<file path="config.mk">
export PLATFORM = sky130hd
export DESIGN_NAME = dev_command_decoder_flat
export DESIGN_NICKNAME = d
export VERILOG_FILES = /design/src/rtl/dev_command_pkg.sv /design/src/rtl/dev_command_decoder_if.sv /design/src/rtl/dev_command_decoder.sv /design/src/flat_wrapper.sv
export SDC_FILE = /design/constraint.sdc
export NUM_CORES = 1
export LEC_CHECK = 0
export ABC_AREA = 1
export CAP_MARGIN = 0
export CORE_AREA = 2 2 69 136
export DETAILED_ROUTE_END_ITERATION = 8
export DIE_AREA = 0 0 71 138
export GPL_ROUTABILITY_DRIVEN = 0
export SYNTH_ARGS = -nofsm -noshare
export SYNTH_HDL_FRONTEND = slang
export SYNTH_SLANG_ARGS = --single-unit
export TNS_END_PERCENT = 100
</file>
<file path="constraint.sdc">
create_clock -name clock -period 2 [get_ports clock]
set_input_delay 0.4 -clock clock [delete_from_list [all_inputs] [get_ports clock]]
set_output_delay 0.4 -clock clock [all_outputs]
set_load 0.01 [all_outputs]
</file>
<file path="src/rtl/dev_command_pkg.sv">
// Shared definitions for the device command bus.
// Header byte layout is {len[2:0], cmd[4:0]}; len counts the data bytes that follow.
// The command code list is the single source used by every device on the bus.
package dev_command_pkg;

  localparam int unsigned CMD_W = 5;
  localparam int unsigned LEN_W = 3;

  typedef enum logic [CMD_W-1:0] {
    LA_CLEAR    = 5'h0,
    LA_READ_ALL = 5'h1
  } dev_cmd_e;

  typedef enum logic [1:0] {
    IDLE,
    DATA,
    WAIT_BUSY
  } dev_cmd_sm_e;

  function automatic logic [CMD_W-1:0] hdr_cmd(input logic [7:0] hdr);
    return hdr[CMD_W-1:0];
  endfunction

  function automatic logic [LEN_W-1:0] hdr_len(input logic [7:0] hdr);
    return hdr[CMD_W +: LEN_W];
  endfunction

endpackage

</file>
<file path="src/rtl/dev_command_decoder_if.sv">
// Device command bus between the UART RX framer and the devices.
//   slave  : decoder side (takes UART bytes and dev_busy, drives command outputs)
//   master : environment side (drives UART bytes and dev_busy, observes command outputs)
interface dev_command_decoder_if;
  import dev_command_pkg::*;

  logic             uart_rx_byte_ready;
  logic [7:0]       uart_rx_byte;
  logic             dev_busy;
  logic             dev_command_started;
  logic             dev_command_processing;
  logic [CMD_W-1:0] dev_command;
  logic             dev_command_data_signal;
  logic [7:0]       dev_data;
  logic             cmd_error;
  logic             cmd_timeout;

  modport slave (
    input  uart_rx_byte_ready, uart_rx_byte, dev_busy,
    output dev_command_started, dev_command_processing, dev_command,
           dev_command_data_signal, dev_data, cmd_error, cmd_timeout
  );

  modport master (
    output uart_rx_byte_ready, uart_rx_byte, dev_busy,
    input  dev_command_started, dev_command_processing, dev_command,
           dev_command_data_signal, dev_data, cmd_error, cmd_timeout
  );

endinterface

</file>
<file path="src/rtl/dev_command_decoder.sv">
// Frames the UART RX byte stream into device commands (header + 0..7 data bytes).
// Ports:
//   clock, reset : single clock domain, asynchronous active-high reset
//   bus          : command bus (slave side), see dev_command_decoder_if
// All outputs are registered; each strobe appears one cycle after the byte strobe.
// A partial command is aborted after TIMEOUT_CYCLES quiet cycles between bytes.
module dev_command_decoder
  import dev_command_pkg::*;
#(
  parameter int unsigned TIMEOUT_CYCLES = 1_000_000
) (
  input  logic                 clock,
  input  logic                 reset,
  dev_command_decoder_if.slave bus
);

  localparam int unsigned TmoW = $clog2(TIMEOUT_CYCLES + 1);
  localparam logic [TmoW-1:0] TmoMax = TmoW'(TIMEOUT_CYCLES);

  dev_cmd_sm_e      state_q, state_d;
  logic [LEN_W-1:0] rem_q, rem_d;
  logic             guard_q, guard_d;
  logic [TmoW-1:0]  tmo_cnt_q, tmo_cnt_d;
  logic             started_q, started_d;
  logic             processing_q, processing_d;
  logic [CMD_W-1:0] command_q, command_d;
  logic             data_signal_q, data_signal_d;
  logic [7:0]       data_q, data_d;
  logic             error_q, error_d;
  logic             timeout_q, timeout_d;
  logic             take_header;

  always_comb begin
    state_d       = state_q;
    rem_d         = rem_q;
    guard_d       = 1'b0;
    tmo_cnt_d     = '0;
    started_d     = 1'b0;
    processing_d  = processing_q;
    command_d     = command_q;
    data_signal_d = 1'b0;
    data_d        = data_q;
    error_d       = 1'b0;
    timeout_d     = 1'b0;
    take_header   = 1'b0;

    unique case (state_q)
      IDLE: begin
        take_header = bus.uart_rx_byte_ready;
      end
      DATA: begin
        if (bus.uart_rx_byte_ready) begin
          data_d        = bus.uart_rx_byte;
          data_signal_d = 1'b1;
          rem_d         = rem_q - 1'b1;
          if (rem_q == LEN_W'(1)) begin
            state_d = WAIT_BUSY;
            guard_d = 1'b1;
          end
        end else begin
          // Saturating count of quiet cycles since the last byte of this command.
          tmo_cnt_d = (tmo_cnt_q == TmoMax) ? tmo_cnt_q : tmo_cnt_q + 1'b1;
          if (tmo_cnt_d == TmoMax) begin
            timeout_d    = 1'b1;
            processing_d = 1'b0;
            state_d      = IDLE;
          end
        end
      end
      WAIT_BUSY: begin
        // guard_q marks the first cycle, where a device's registered busy may not be up yet.
        if (bus.uart_rx_byte_ready) begin
          if (guard_q || bus.dev_busy) begin
            error_d = 1'b1;
          end else begin
            take_header = 1'b1;
          end
        end else if (!guard_q && !bus.dev_busy) begin
          processing_d = 1'b0;
          state_d      = IDLE;
        end
      end
      default: state_d = IDLE;
    endcase

    // Header acceptance is shared by IDLE and a back-to-back header in WAIT_BUSY.
    if (take_header) begin
      command_d    = hdr_cmd(bus.uart_rx_byte);
      rem_d        = hdr_len(bus.uart_rx_byte);
      started_d    = 1'b1;
      processing_d = 1'b1;
      if (hdr_len(bus.uart_rx_byte) != '0) begin
        state_d = DATA;
      end else begin
        state_d = WAIT_BUSY;
        guard_d = 1'b1;
      end
    end
  end

  always_ff @(posedge clock or posedge reset) begin
    if (reset) begin
      state_q       <= IDLE;
      rem_q         <= '0;
      guard_q       <= 1'b0;
      started_q     <= 1'b0;
      processing_q  <= 1'b0;
      command_q     <= '0;
      data_signal_q <= 1'b0;
      data_q        <= '0;
      error_q       <= 1'b0;
      timeout_q     <= 1'b0;
    end else begin
      state_q       <= state_d;
      rem_q         <= rem_d;
      guard_q       <= guard_d;
      started_q     <= started_d;
      processing_q  <= processing_d;
      command_q     <= command_d;
      data_signal_q <= data_signal_d;
      data_q        <= data_d;
      error_q       <= error_d;
      timeout_q     <= timeout_d;
    end
  end

  always_ff @(posedge clock or posedge reset) begin
    if (reset) begin
      tmo_cnt_q <= '0;
    end else begin
      tmo_cnt_q <= tmo_cnt_d;
    end
  end

  assign bus.dev_command_started     = started_q;
  assign bus.dev_command_processing  = processing_q;
  assign bus.dev_command             = command_q;
  assign bus.dev_command_data_signal = data_signal_q;
  assign bus.dev_data                = data_q;
  assign bus.cmd_error               = error_q;
  assign bus.cmd_timeout             = timeout_q;

endmodule

</file>
<file path="src/flat_wrapper.sv">
// flat-port wrapper written by rule: the top's interface ports become plain ports
module dev_command_decoder_flat import dev_command_pkg::*;
#(
  parameter int unsigned TIMEOUT_CYCLES = 1_000_000
)
  (clock, reset, bus_uart_rx_byte_ready, bus_uart_rx_byte, bus_dev_busy, bus_dev_command_started, bus_dev_command_processing, bus_dev_command, bus_dev_command_data_signal, bus_dev_data, bus_cmd_error, bus_cmd_timeout);
  dev_command_decoder_if bus_i ();
  input  logic clock;
  input  logic reset;
  input wire logic [$bits(bus_i.uart_rx_byte_ready)-1:0] bus_uart_rx_byte_ready;
  input wire logic [$bits(bus_i.uart_rx_byte)-1:0] bus_uart_rx_byte;
  input wire logic [$bits(bus_i.dev_busy)-1:0] bus_dev_busy;
  output wire logic [$bits(bus_i.dev_command_started)-1:0] bus_dev_command_started;
  output wire logic [$bits(bus_i.dev_command_processing)-1:0] bus_dev_command_processing;
  output wire logic [$bits(bus_i.dev_command)-1:0] bus_dev_command;
  output wire logic [$bits(bus_i.dev_command_data_signal)-1:0] bus_dev_command_data_signal;
  output wire logic [$bits(bus_i.dev_data)-1:0] bus_dev_data;
  output wire logic [$bits(bus_i.cmd_error)-1:0] bus_cmd_error;
  output wire logic [$bits(bus_i.cmd_timeout)-1:0] bus_cmd_timeout;
  assign bus_i.uart_rx_byte_ready = bus_uart_rx_byte_ready;
  assign bus_i.uart_rx_byte = bus_uart_rx_byte;
  assign bus_i.dev_busy = bus_dev_busy;
  assign bus_dev_command_started = bus_i.dev_command_started;
  assign bus_dev_command_processing = bus_i.dev_command_processing;
  assign bus_dev_command = bus_i.dev_command;
  assign bus_dev_command_data_signal = bus_i.dev_command_data_signal;
  assign bus_dev_data = bus_i.dev_data;
  assign bus_cmd_error = bus_i.cmd_error;
  assign bus_cmd_timeout = bus_i.cmd_timeout;
  dev_command_decoder #(.TIMEOUT_CYCLES(TIMEOUT_CYCLES)) u_core (.clock(clock), .reset(reset), .bus(bus_i));
endmodule
</file>
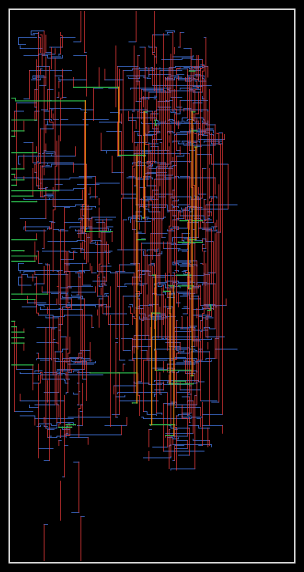
(run_1/metal_stack.png)
(4 px per µm)
| color | layer | wire length |
|---|---|---|
| green | met3 | 224 µm |
| blue | met1 | 2330 µm |
| orange | met4 | 356 µm |
| red | met2 | 4070 µm |

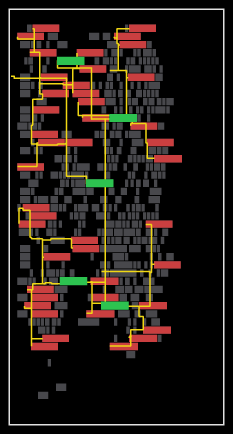
(run_1/clock_map.png)
(3 px per µm)
[green] cells driving clock nets | count: 5
[red] flip-flops | count: 44
[yellow] clock wires | length: 574 µm
routed clock nets: 6

==> Changelog: implementation, run 1 <==
### Physical design

* Outcome: finished clean
* Clk ins delay skew pair at roughly 0.29 ns
* Initial antenna violation count at 0
* Filler cells at roughly 900
* Yosys cell count at ~350
* Log Warnings at 31
* Synth warn at 0
* Pint at 2.17 mW
* Cell family with the largest share of critical-path delay: simple AND/OR/NAND/NOR gates
* Clock power share at 26.2%
* Post-route DRC at 0
* Setup violators final at 0
* CTS HTree Levels at 2
* Maximum fanout along the worst path at 5
* Switch share at about a third
* R2R depth at 14
* Reg-to-reg endpoint: u_core.state_q[1]
* Routed wire length at about 7000 µm
* Worst-margin pin slew at between 0.3 and 0.4 ns
* Clock root buffer: clkbuf_16
* Global-route wire length before repair at between 10000 and 15000 µm
* Setup crit end: u_core.state_q[1]
* Worst path buffer plus inverter count at 0
* Vias in the first global route at 2501
* Pin count of the biggest net entering global routing at 30
* Achievable frequency at roughly 520 MHz
* CP cell instances: ha_4 > nand3_4 > nor2_4 > nand2_4 > nor2_2 > nand2_1 > nand2_2 > nand3_2 > nor2_2 > nand3_2 > nand3_2 > nand2_2 > nand2_1 > nand2_1
* Leak pwr at 1.56 nW
* Logic pwr share at 35.9%
* Nets at 423
* Clock-pin slew on the worst setup and hold paths at around 0.06 ns
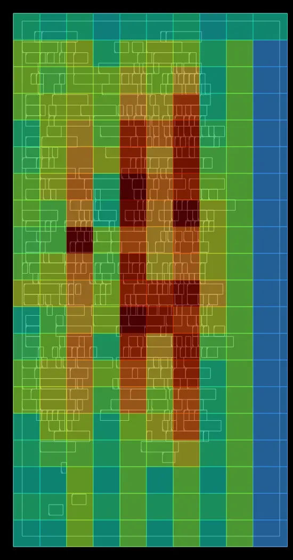
(run_1/final_congestion.png)
met2 Use GR: 29.6%
GRT Max-Usage Layer: met2

-- run 1: Yosys cell counts --
cell type  count
nand4_1       10
nand2_2        5
nor2_2         6
nand3_1       15
o221ai_1       2
xnor2_1        2
inv_2          2
nand3_2        6
a31o_2         1
o211ai_1       1
o21ai_1        2
inv_1         42
clkbuf_1       4
nor2_4         4
clkinv_1       2
nand3b_1       1
ha_1           7
dfrtp_1       44
a21oi_1       10
o21ai_0       13
nor3_1         3
or2_2          1
o21ai_2        1
nand2_1      104
or2_1          1
nor2_1        52
nand2_4        1
xor2_1         4
-- run 1: stage by stage --
| stage | utilization, % | std cells | TNS [ns] | setup WS (ns) |
|---|---|---|---|---|
| finish | 38.6 | 507 | 0 | 0.0828 |
| global route | 38.6 | 507 | -0.0364 | -0.0214 |
| CTS | 36.7 | 502 | 0 | 0.00294 |
| detailed placement | 34.8 | 492 | -0.0487 | -0.0206 |
| global placement | 34.8 | 492 | 0 | 0.0124 |
| floorplan | - | 346 | 0 | 0.254 |
-- run 1: worst min path at each step --
stage                                          to  slack (ns)  depth (start not counted)
4_1_cts        u_core.bus.dev_command_data_signal        0.44                          2
5_1_grt        u_core.bus.dev_command_data_signal        0.46                          2
3_3_place_gp            u_core.bus.dev_command[4]        0.46                          2
6_report       u_core.bus.dev_command_data_signal        0.42                          2
3_5_place_dp            u_core.bus.dev_command[4]        0.46                          2
2_1_floorplan                   u_core.state_q[1]        0.47                          2
-- run 1: sequential cells by signal, indices dropped and copies added (netlist names) --
name	flops
u_core.bus.dev_data	8
u_core.guard_q	1
u_core.state_q	2
u_core.bus.cmd_error	1
u_core.bus.dev_command	5
u_core.bus.cmd_timeout	1
u_core.bus.dev_command_data_signal	1
u_core.tmo_cnt_q	20
u_core.rem_q	3
u_core.bus.dev_command_processing	1
u_core.bus.dev_command_started	1
-- run 1: logic make-up (layout without fill, tap and decap cells) --
family                     count (synthesis)  in the layout  share of synthesized area, %
buffers and inverters                     50            109                          7.39
DFF                                       44             44                          43.3
xor gates and xnor gates                   6              6                          2.07
and+or+nand+nor                          209            209                          37.1
AOI/OAI and AO/OA                         30             30                          6.60
adders and majority gates                  7              7                          3.45
-- run 1: layer usage --
metal | track usage [%] | part of all wire (%)
met1 | 13.6 | 33
met2 | 29.6 | 58
met3 | 1.82 | 3.2
met4 | 8.94 | 5.1
met5 | 0 | 0
-- run 1: layout make-up --
class,instances,share of cell area [%]
Inverter,46,5.18
Clock buffer,6,4.05
Tap cell,102,3.72
Sequential cell,44,32.3
Timing Repair Buffer,55,14.7
Clock inverter,2,0.437
Multi-Input combinational cell,252,39.6
-- run 1: power by group through the flow --
stage	logic [mW]	registers, mW	clock network (mW)
final	1.16	1.23	0.846
after global routing	1.31	1.25	0.898
after CTS	1.14	1.22	0.868
after detailed placement	1.12	1.23	0
after global placement	1.10	1.24	0
after floorplan	0.503	1.29	0
-- run 1: timing repair --
item / 4_1_cts / 5_1_grt
resized: 0 / 39
pin swaps: 1 / 19
setup buffers: 2 / 5
setup endpoints to repair: 3 / 4
==> run 1 -> run 2 <==
Settings changed: TNS_END_PERCENT 100 to 1.
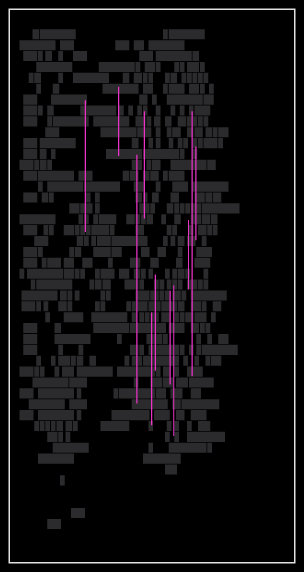
(run_2/met4.png)
(4 px per µm)
longest straight run: 66.0 µm
wire length on this layer: 356 µm
nets with wire on the layer: 10
main direction: vertical
share of all routed wire: 5.1%
routed wire length: 6980 µm
Vias: 2424

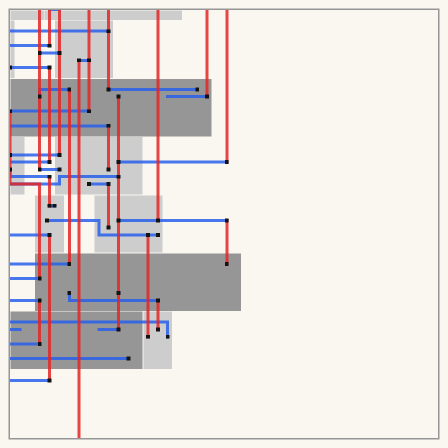
(run_2/zoom.png)
Window x 43 to 63, y 24 to 44 µm. Cells in gray, sequential cells in the stronger gray; small squares are vias.
| color | layer |
|---|---|
| red | met2 |
| blue | met1 |
netlist names of flops here include: u_core.tmo_cnt_q (3)
sequential cells in the window: 3
cells with their middle in the window: 8
most frequent: dfrtp_2 (3)

==> run 2 against run 1 <==
Net effect:
- sequential power is essentially flat
- cell count is the same
- count of clock-buffer cells in the layout is the same
- flip-flop count is the same
- die size is the same
- clock skew is the same
- combinational power is essentially flat
- first-iteration DRC count is the same
- register-to-register slack is essentially flat
==> Changelog: implementation, run 2 <==
### Physical design

* Clock-pin slew on the worst setup and hold paths at 0.06 ns (about the same)
* Top reg by flops: u_core.tmo_cnt_q (unchanged)
* EDFF count, synth at 0 (unchanged)
* Setup TNS at 0 ns (unchanged)
* Cell family with the largest share of critical-path delay: simple AND/OR/NAND/NOR gates (unchanged)
* Outcome: finished clean (unchanged)
* Clock root buffer: clkbuf_16 (unchanged)
* Synth warn at 0 (unchanged)
* Maximum fanout along the worst path at 5 (unchanged)
* Post-route DRC at 0 (unchanged)
* Leak pwr at 1.56 nW (unchanged)
* Achievable frequency at 522 MHz (unchanged)
* Yosys cell count at 346 (unchanged)
* Initial antenna violation count at 0 (unchanged)
* Log Warnings at 31 (unchanged)
* Nets at 423 (unchanged)
* Final min period at 1.92 ns (unchanged)
* Unrepaired setup endpoints after global routing: true (unchanged)
* Worst path buffer plus inverter count at 0 (unchanged)
* Largest register FFs at 20 (unchanged)
* Commonest cells in the netlist: nand2_1, nor2_1, dfrtp_1 (unchanged)
* CTS HTree Levels at 2 (unchanged)
* Vias in the first global route at 2501 (unchanged)
* Max cap viols at 0 (unchanged)
* Post-synthesis cell count at 346 (unchanged)
* Async SR Flop Fraction at 100% (unchanged)
* Filler cells at 894 (unchanged)
* Setup violators final at 0 (unchanged)
* Pin count of the biggest net entering global routing at 30 (unchanged)
* CP cell instances: ha_4 > nand3_4 > nor2_4 > nand2_4 > nor2_2 > nand2_1 > nand2_2 > nand3_2 > nor2_2 > nand3_2 > nand3_2 > nand2_2 > nand2_1 > nand2_1 (unchanged)
* CTS Sinks at 44 (unchanged)
* Global-route wire length before repair at 11500 µm (unchanged)
* Worst-margin pin slew at 0.391 ns (unchanged)
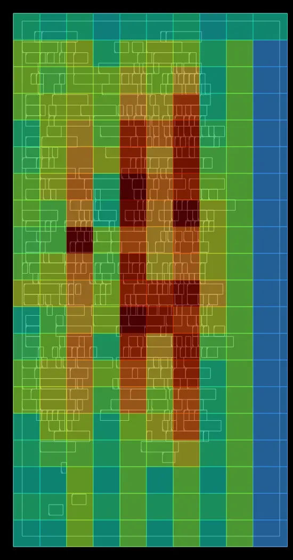
(run_2/final_congestion.png)
DR WL/cell: 13.8 µm
GR Util met3: 1.82%

-- run 2: cell counts after synthesis --
No cell type changed its count.
-- run 2: routing by layer --
metal / up-vias / routed length (µm) / global-route usage [%]
met5: - / 0 / 0
met4: 0 / 356 / 8.94
met3: 26 / 223 / 1.82
met2: 68 / 4070 / 29.6
met1: 1128 / 2330 / 13.6
li1: 1202 / - / -
-- run 2: report_power, final --
part	internal, mW	switching [mW]
sequential	1.10	0.124
combinational	0.570	0.588
clock	0.496	0.349
-- run 2: area by class of cell --
| cell class | count | area [µm²] | area share, % |
|---|---|---|---|
| Sequential cell | 44 | 1110 | 32.3 |
| Multi-Input combinational cell | 252 | 1360 | 39.6 |
| Inverter | 46 | 178 | 5.18 |
| Clock inverter | 2 | 15.0 | 0.437 |
| Clock buffer | 6 | 139 | 4.05 |
| Timing Repair Buffer | 55 | 505 | 14.7 |
| Tap cell | 102 | 128 | 3.72 |
-- run 2: per-stage QoR --
stage	total power [mW]	worst slack, ns	instances	utilization (%)	instance area [µm²]
CTS	3.23	0.00294	502	36.7	3270
global placement	2.34	0.0124	492	34.8	3100
global route	3.45	-0.0214	507	38.6	3430
detailed placement	2.35	-0.0206	492	34.8	3100
floorplan	1.80	0.254	346	-	2540
finish	3.23	0.0828	507	38.6	3430
-- run 2: path summary, 6_finish.rpt --
path | start | to
max in group asynchronous | reset | u_core.tmo_cnt_q[10]
max | u_core.tmo_cnt_q[0] | u_core.state_q[1]
min | reset | u_core.bus.dev_command_data_signal
max reg2reg | u_core.tmo_cnt_q[0] | u_core.state_q[1]
min in group clock | u_core.bus.dev_command_processing | u_core.bus.dev_command_processing
min reg2reg | u_core.bus.dev_command_processing | u_core.bus.dev_command_processing
-- run 2: cells by family (layout without fill, tap and decap cells) --
| family | after synthesis | after routing | share of synthesized area [%] |
|---|---|---|---|
| buffers and inverters | 50 | 109 | 7.39 |
| DFF | 44 | 44 | 43.3 |
| adders and majority gates | 7 | 7 | 3.45 |
| xor gates and xnor gates | 6 | 6 | 2.07 |
| and+or+nand+nor | 209 | 209 | 37.1 |
| AOI/OAI and AO/OA | 30 | 30 | 6.60 |
-- run 2: timing repair --
item | 4_1_cts | 5_1_grt
setup endpoints to repair | 3 | 4
setup buffers | 2 | 5
pin swaps | 1 | 19
hold endpoints to repair | 0 | 0
gates resized | 0 | 39
==> run_2/metal_stack.png <==
(4 px per µm)
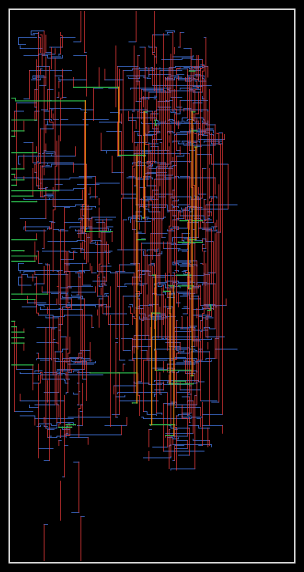

==> run 2 -> run 3 <==
Settings changed: RECOVER_POWER from default to 50.
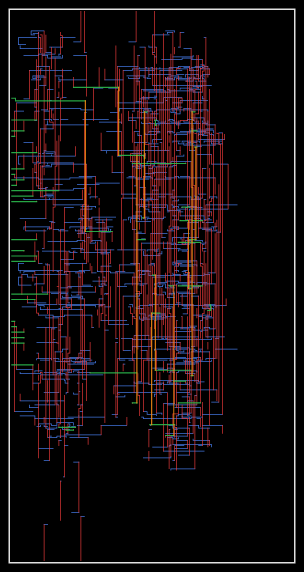
(run_3/metal_stack.png)
(4 px per µm)
| color | layer | wire length |
|---|---|---|
| blue | met1 | 2300 µm |
| orange | met4 | 333 µm |
| green | met3 | 235 µm |
| red | met2 | 4100 µm |
Vias: 2421
DR WL/cell: 13.7 µm

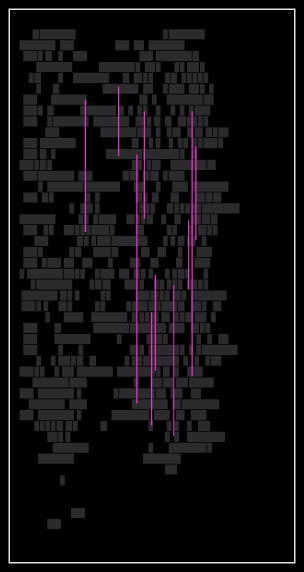
(run_3/met4.png)
(4 px per µm)
longest straight run: 66.0 µm
share of all routed wire: 4.8%
wire length on this layer: 333 µm
nets with wire on the layer: 9
main direction: vertical
routed wire length: 6960 µm

==> run 3 against run 2 <==
Net effect:
- worst hold slack better by 0.062 ns
- sequential share of layout area up 0.20 points
- utilization down 0.24 points
- largest cell class unchanged
- register-to-register slack about the same
- design area down 0.62%
- critical path type unchanged
- count of clock-buffer cells in the layout unchanged
- setup slack worse by 0.0013 ns
- critical endpoint unchanged
- wire length down 0.33%
- clock skew about the same
- maximum frequency about the same
==> Changelog: implementation, run 3 <==
### Physical design

* R2R depth at 14 (unchanged)
* Pin count of the biggest net entering global routing at 30 (unchanged)
* DP Cell Count at 492 (unchanged)
* Pint at 2.16 mW (was 2.17 mW)
* CTS HTree Levels at 2 (unchanged)
* Most frequent cell after synthesis: nand2_1 (unchanged)
* Post-synthesis cell count at 346 (unchanged)
* Switch share at 32.9% (was 32.8%)
* Commonest cells in the netlist: nand2_1, nor2_1, dfrtp_1 (unchanged)
* Post-Layout Cell Count at 507 (unchanged)
* Max cap viols at 0 (unchanged)
* Ys flop type: dfrtp_1 (unchanged)
* Worst r2r src: u_core.tmo_cnt_q[0] (unchanged)
* CTS Sinks at 44 (unchanged)
* Log Warnings at 31 (unchanged)
* Synth warn at 0 (unchanged)
* Logic pwr share at 35.6% (was 35.9%)
* Worst Setup SP: u_core.tmo_cnt_q[0] (unchanged)
* P_sw at 1.06 mW (about the same)
* Post-route DRC at 0 (unchanged)
* Top reg by flops: u_core.tmo_cnt_q (unchanged)
* Outcome: finished clean (unchanged)
* Clock root buffer: clkbuf_16 (unchanged)
* Async SR Flop Fraction at 100% (unchanged)
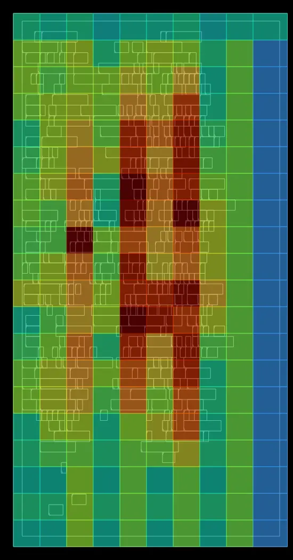
(run_3/final_congestion.png)
met1 Usage GRT: 13.6%
All-Layer GR Usage: 14.9%
final core occ: 38.4%

==> run 3: cell types whose count changed in the layout (fill, tap and decap cells not counted), sizes merged <==
cell | previous run | this run
dlygate4sd3 | 0 | 2
buf | 26 | 24
clkbuf | 6 | 8
clkdlybuf4s50 | 29 | 27
==> run 3: worst min-delay path by stage <==
stage | to | slack, ns | depth (start not counted)
global route | u_core.bus.dev_data[4] | 0.51 | 2
floorplan | u_core.state_q[1] | 0.47 | 2
detailed placement | u_core.bus.dev_command[4] | 0.46 | 2
global placement | u_core.bus.dev_command[4] | 0.46 | 2
finish | u_core.bus.dev_command_processing | 0.48 | 2
CTS | u_core.bus.dev_command_data_signal | 0.44 | 2
==> run 3: timing repair <==
item,4_1_cts,5_1_grt
setup endpoints to repair,3,4
gates resized,0,39
setup buffers,2,5
pin swaps,1,19
==> run 3: cell type report <==
class	instances	area, µm²
fill	899	5480
sequential	44	1110
clock buffer	6	139
multi-input combinational	252	1360
clock inverter	2	15.0
tap	102	128
timing repair buffer	55	484
inverter	46	178
==> run 3: power by group through the flow <==
stage          clock network (mW)  registers, mW  logic (mW)
2_1_floorplan                   0           1.29       0.503
3_3_place_gp                    0           1.24        1.10
3_5_place_dp                    0           1.23        1.12
4_1_cts                     0.868           1.22        1.14
5_1_grt                     0.898           1.25        1.29
6_report                    0.845           1.23        1.14
==> run 3: routing by layer <==
layer / vias up / wire, µm / GRT usage (%)
met1: 1130 / 2300 / 13.6
met3: 24 / 235 / 1.82
met5: - / 0 / 0
met2: 67 / 4100 / 29.6
met4: 0 / 333 / 8.94
li1: 1200 / - / -
==> run 3: logic make-up after synthesis <==
kind of cell | synth area share (%)
XOR/XNOR | 2.07
buffers and inverters | 7.39
flip-flops | 43.3
AND/OR/NAND/NOR | 37.1
adder cells (fa/ha/maj) | 3.45
AND-OR/OR-AND | 6.60
==> run 3: worst max-delay path: stages, from the launching register on <==
cell and delay [ns]:
dfrtp_2 0.41, ha_4 0.17, nand3_4 0.09, nor2_4 0.19, nand2_4 0.09, nor2_2 0.11
nand2_1 0.08, nand2_2 0.09, nand3_2 0.08, nor2_2 0.13, nand3_2 0.11, nand3_2 0.10
nand2_2 0.05, nand2_1 0.05, nand2_1 0.05
==> run 3: per-stage QoR <==
step / utilization, % / power [mW] / setup WS, ns / hold WS [ns]
4_1_cts: 36.7 / 3.23 / 0.00294 / 0.442
6_report: 38.4 / 3.22 / 0.0815 / 0.478
5_1_grt: 38.4 / 3.44 / -0.0214 / 0.512
2_1_floorplan: - / 1.80 / 0.254 / 0.466
3_3_place_gp: 34.8 / 2.34 / 0.0124 / 0.462
3_5_place_dp: 34.8 / 2.35 / -0.0206 / 0.462
Power figures rest on the tool's default switching activity, not on a simulated workload.
